[src/rtl/custom_instr_dispatcher_pkg.sv]
// rtl/custom_instr_dispatcher_pkg.sv - shared state encoding and constants for the dispatcher
package custom_instr_dispatcher_pkg;

  typedef enum logic [1:0] {
    ST_IDLE  = 2'd0,
    ST_ISSUE = 2'd1,
    ST_WAIT  = 2'd2,
    ST_RESP  = 2'd3
  } cid_state_e;

  localparam logic [31:0] CID_ERR_DATA = 32'hDEAD_BEEF;

  // Slot-select field sits at the top of the 10-bit function ID.
  localparam int CID_SEL_MSB = 9;

endpackage

[src/rtl/custom_instr_dispatcher_timeout_ctr.sv]
// rtl/custom_instr_dispatcher_timeout_ctr.sv - saturating watchdog counter with expire flag
module cid_timeout_ctr #(
  parameter int LIMIT = 4096
) (
  input  logic clk,
  input  logic rstn,
  input  logic clr,
  input  logic en,
  output logic expire
);

  localparam int W = (LIMIT > 1) ? $clog2(LIMIT) : 1;
  localparam logic [W-1:0] LAST = W'(LIMIT - 1);

  logic [W-1:0] cnt_q;

  always_ff @(posedge clk) begin
    if (!rstn) begin
      cnt_q <= '0;
    end else if (clr) begin
      cnt_q <= '0;
    end else if (en && (cnt_q != LAST)) begin
      cnt_q <= cnt_q + W'(1);
    end
  end

  // Expiry is only meaningful while the watched operation is running.
  assign expire = en && (cnt_q == LAST);

endmodule

[src/rtl/custom_instr_dispatcher.sv]
// rtl/custom_instr_dispatcher.sv - single-outstanding custom-instruction router with timeout
module custom_instr_dispatcher
  import custom_instr_dispatcher_pkg::*;
#(
  parameter int          NUM_SLV     = 2,
  parameter int          SEL_W       = 1,
  parameter int          TIMEOUT_CYC = 4096,
  parameter logic [31:0] ERR_DATA    = CID_ERR_DATA
) (
  input  logic                    clk,
  input  logic                    rstn,
  input  logic                    cmd_valid,
  input  logic [9:0]              cmd_function_id,
  input  logic [31:0]             cmd_inputs_0,
  input  logic [31:0]             cmd_inputs_1,
  output logic                    cmd_ready,
  output logic                    rsp_valid,
  output logic [31:0]             rsp_outputs_0,
  input  logic                    rsp_ready,
  output logic [NUM_SLV-1:0]      s_cmd_valid,
  output logic [9:0]              s_cmd_function_id,
  output logic [31:0]             s_cmd_inputs_0,
  output logic [31:0]             s_cmd_inputs_1,
  input  logic [NUM_SLV-1:0]      s_cmd_ready,
  input  logic [NUM_SLV-1:0]      s_rsp_valid,
  input  logic [32*NUM_SLV-1:0]   s_rsp_outputs_0,
  output logic [NUM_SLV-1:0]      s_rsp_ready,
  output logic                    busy,
  output logic                    err_timeout
);

  cid_state_e          state_q, state_d;
  logic [SEL_W-1:0]    cmd_slot, slot_q;
  logic [NUM_SLV-1:0]  sel_hot, stale_q, stale_d;
  logic [31:0]         rsp_data_q, slot_data;
  logic [9:0]          fid_q;
  logic [31:0]         in0_q, in1_q;
  logic                cmd_ready_q;
  logic                accept, mapped, cmd_hs, rsp_hs, expire, timeout_fire;

  assign cmd_slot = cmd_function_id[CID_SEL_MSB -: SEL_W];
  assign mapped   = (32'(cmd_slot) < 32'(NUM_SLV));
  assign accept   = (state_q == ST_IDLE) && cmd_valid && cmd_ready_q;

  always_comb begin
    sel_hot   = '0;
    slot_data = '0;
    for (int i = 0; i < NUM_SLV; i++) begin
      sel_hot[i] = (slot_q == SEL_W'(i));
      if (sel_hot[i]) slot_data = s_rsp_outputs_0[32*i +: 32];
    end
  end

  // A stale slot still owes a discarded response, so it is not offered new work.
  assign cmd_hs = |(sel_hot & s_cmd_ready & ~stale_q);
  assign rsp_hs = |(sel_hot & s_rsp_valid);

  cid_timeout_ctr #(.LIMIT(TIMEOUT_CYC)) u_timeout (
    .clk    (clk),
    .rstn   (rstn),
    .clr    (state_q == ST_IDLE),
    .en     ((state_q == ST_ISSUE) || (state_q == ST_WAIT)),
    .expire (expire)
  );

  always_comb begin
    state_d      = state_q;
    timeout_fire = 1'b0;
    case (state_q)
      ST_IDLE:  if (accept) state_d = mapped ? ST_ISSUE : ST_RESP;
      ST_ISSUE: begin
        if (cmd_hs) begin
          state_d = ST_WAIT;
        end else if (expire) begin
          state_d      = ST_RESP;
          timeout_fire = 1'b1;
        end
      end
      ST_WAIT: begin
        if (rsp_hs) begin
          state_d = ST_RESP;
        end else if (expire) begin
          state_d      = ST_RESP;
          timeout_fire = 1'b1;
        end
      end
      ST_RESP:  if (rsp_ready) state_d = ST_IDLE;
      default:  state_d = ST_IDLE;
    endcase
  end

  always_comb begin
    stale_d = stale_q & ~s_rsp_valid;
    if (timeout_fire) stale_d = stale_d | sel_hot;
  end

  always_ff @(posedge clk) begin
    if (!rstn) begin
      state_q     <= ST_IDLE;
      cmd_ready_q <= 1'b0;
      stale_q     <= '0;
      slot_q      <= '0;
      fid_q       <= '0;
      in0_q       <= '0;
      in1_q       <= '0;
      rsp_data_q  <= '0;
    end else begin
      state_q     <= state_d;
      cmd_ready_q <= (state_d == ST_IDLE);
      stale_q     <= stale_d;
      if (accept) begin
        slot_q <= cmd_slot;
        fid_q  <= cmd_function_id;
        in0_q  <= cmd_inputs_0;
        in1_q  <= cmd_inputs_1;
        if (!mapped) rsp_data_q <= ERR_DATA;
      end
      if ((state_q == ST_WAIT) && rsp_hs) rsp_data_q <= slot_data;
      if (timeout_fire) rsp_data_q <= ERR_DATA;
    end
  end

  assign cmd_ready         = cmd_ready_q;
  assign rsp_valid         = (state_q == ST_RESP);
  assign rsp_outputs_0     = rsp_data_q;
  assign busy              = (state_q != ST_IDLE);
  assign err_timeout       = timeout_fire;
  assign s_cmd_function_id = fid_q;
  assign s_cmd_inputs_0    = in0_q;
  assign s_cmd_inputs_1    = in1_q;
  assign s_cmd_valid       = (state_q == ST_ISSUE) ? (sel_hot & ~stale_q) : '0;
  assign s_rsp_ready       = stale_q | ((state_q == ST_WAIT) ? sel_hot : '0);

endmodule

[config.mk]
export PLATFORM = sky130hd
export DESIGN_NAME = custom_instr_dispatcher
export DESIGN_NICKNAME = d
export VERILOG_FILES = /design/src/rtl/custom_instr_dispatcher_pkg.sv /design/src/rtl/custom_instr_dispatcher_timeout_ctr.sv /design/src/rtl/custom_instr_dispatcher.sv
export SDC_FILE = /design/constraint.sdc
export NUM_CORES = 1
export LEC_CHECK = 0
export CAP_MARGIN = 30
export CORE_AREA = 2 2 123 125
export DETAILED_ROUTE_END_ITERATION = 16
export DIE_AREA = 0 0 125 127
export GPL_TIMING_DRIVEN = 0
export PLACE_DENSITY = 0.7
export SYNTH_ARGS = -nofsm -noshare
export SYNTH_HDL_FRONTEND = slang
export SYNTH_SLANG_ARGS = --single-unit
[constraint.sdc]
create_clock -name clk -period 5.1 [get_ports clk]
set_input_delay 1.02 -clock clk [delete_from_list [all_inputs] [get_ports clk]]
set_output_delay 1.02 -clock clk [all_outputs]
set_load 0.02 [all_outputs]
==> results.cfg <==
; flow metrics
[final_timing]
worst_slew_pin_slew_ns = 0.944
finalHoldViolations = 0
period_used_share = 0.850
finalSetupTns_ns = 0
slew_viol_final = 0
fin_ws_ns = 0.767

[critical_path]
r2r_slack_ns = 2.60
slowest_stage = clkdlybuf4s50_1
crit_top_cell = inv_1
reg2reg_from = state_q[0]$_SDFF_PN0_
max_stage_delay_ns = 0.59
crit_chain = inv_1 > ha_1 > nand2_1 > or4_1 > buf_2 > or2_1 > buf_6 > buf_8 > inv_1 > clkdlybuf4s50_1

[final_layout]
final_util = 0.586
n_fill_cell = 1315
drive_gt1_frac = 0.0728
final_nets = 1046
fin_cells = 1090

[clock_network]
ctsLongestPathBuffers = 2
cts_sinks = 123
cts_tree = yes
root_buffer = clkbuf_16
postCtsSetupRepairBufs = 0

[synthesis]
synthesis.area_um2 = 5040
enable_flop_cells = 0
ff_type = dfxtp_1
yosysTopAreaCell = dfxtp_1
yosys_cells = 617
compound_area_frac = 0.203
ys_area_um2 = 5040
top_logic_kind = simple AND/OR/NAND/NOR gates

[die]
die_w_um = 125
coreArea_um2 = 14400
core_util_floorplan = 0.349
num_rows = 44

[grt]
antenna_found_initial = 0
grt_pass1_vias = 5053

[job]
warning_count = 29

[route]
finalWirelength_um = 17000
dr.pass1.iters = 6

[placement]
port-buffer-count = 259
dp_hpwl_um = 12600
placed_area_um2 = 7860
place_ws_ns = 0.898

[power]
power_density_nw_per_um2 = 311

[status]
status = finished clean
==> layer usage <==
metal  routed length, µm  global-route usage  vias up  part of all wire
met1                7340               0.264     2410              0.43
met5                   0                   0        -                 0
met2                8120               0.353      191              0.48
met3                 963              0.0607       36             0.057
met4                 524              0.0837        0             0.031
li1                    -                   -     2674                 -
==> final cells by class <==
| cell class | instances | area (µm²) | share of cell area |
|---|---|---|---|
| timing repair buffer | 259 | 2590 | 0.307 |
| sequential | 123 | 2460 | 0.291 |
| multi-input combinational | 437 | 2310 | 0.274 |
| clock buffer | 22 | 474 | 0.0561 |
| tap | 184 | 230 | 0.0272 |
| buffer | 48 | 229 | 0.0271 |
| clock inverter | 8 | 118 | 0.0139 |
| inverter | 9 | 33.8 | 0.00400 |
==> synth_stat cells (all sizes together) (2+ instances only) <==
cell type,count
a211o,3
a211oi,10
a21o,2
a21oi,81
a311oi,2
a31oi,27
and2,2
and3,4
and4,2
buf,10
clkbuf,38
dfxtp,123
ha,5
inv,8
mux2i,9
nand2,179
nand2b,5
nand3,7
nand4,2
nor2,15
nor2b,2
nor3b,2
nor4,2
o211ai,24
o21a,2
o21ai,6
o22ai,2
o41ai,2
or2,26
or3b,2
xnor2,2
==> power by group <==
part           leakage [nW]  switching, W  internal, W  total [W]
clock network         0.292      0.000410     0.000798    0.00121
logic                  1.64      0.000191     0.000212   0.000403
registers             0.997     0.0000188      0.00100    0.00102
==> final timing paths <==
path | cells past startpoint | endpoint
min | 2 | s_cmd_inputs_0[24]$_SDFFE_PN0P_
max reg2reg | 7 | rsp_outputs_0[14]$_SDFFE_PP0P_
max | 10 | err_timeout
min reg2reg | 2 | s_cmd_inputs_0[24]$_SDFFE_PN0P_
Figure 1. Wiring by layer.
Two of the layers only.
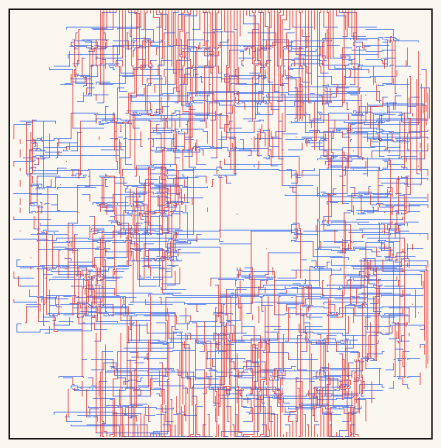
- blue: M1 (wire length 7340 µm)
- red: M2 (wire length 8120 µm)
GRT Overall Usage: 0.213
WL/cell: 15.6 µm
Vias: 5311

Figure 2. Power grid.
Bar = 50 µm. Pins as bars on the die edge. Tap cells in gray.
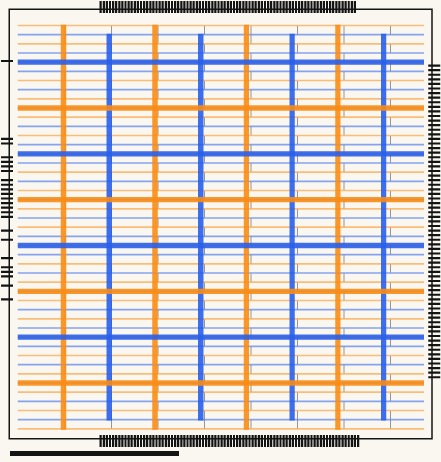
- orange: VSS
- blue: VDD
- signal pins: 260
- tap cells: 184
- met4 straps: 8
- met5 straps: 8
- rows: 44

Figure 3. A small window of the routed layout.
Window x 81 to 106, y 19 to 44 µm. Cells in gray, sequential cells in the stronger gray; small squares are vias.
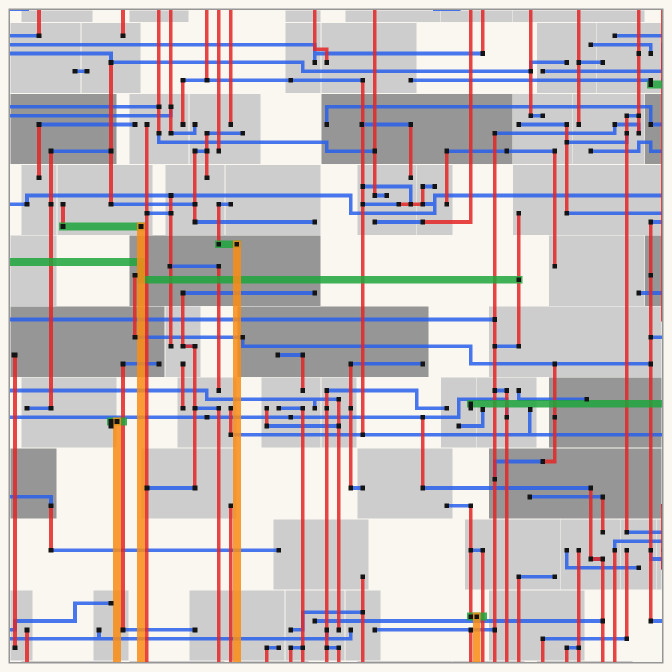
- green: M3
- red: M2
- orange: M4
- blue: M1
- cells with their middle in the window: 44
- sequential cells in the window: 7
- most frequent: clkdlybuf4s50_1 (12), nand2_1 (8)
- netlist names of flops here include: rsp_outputs_0 (7)

No activity file was given, so power comes from the tool's default toggle rates.
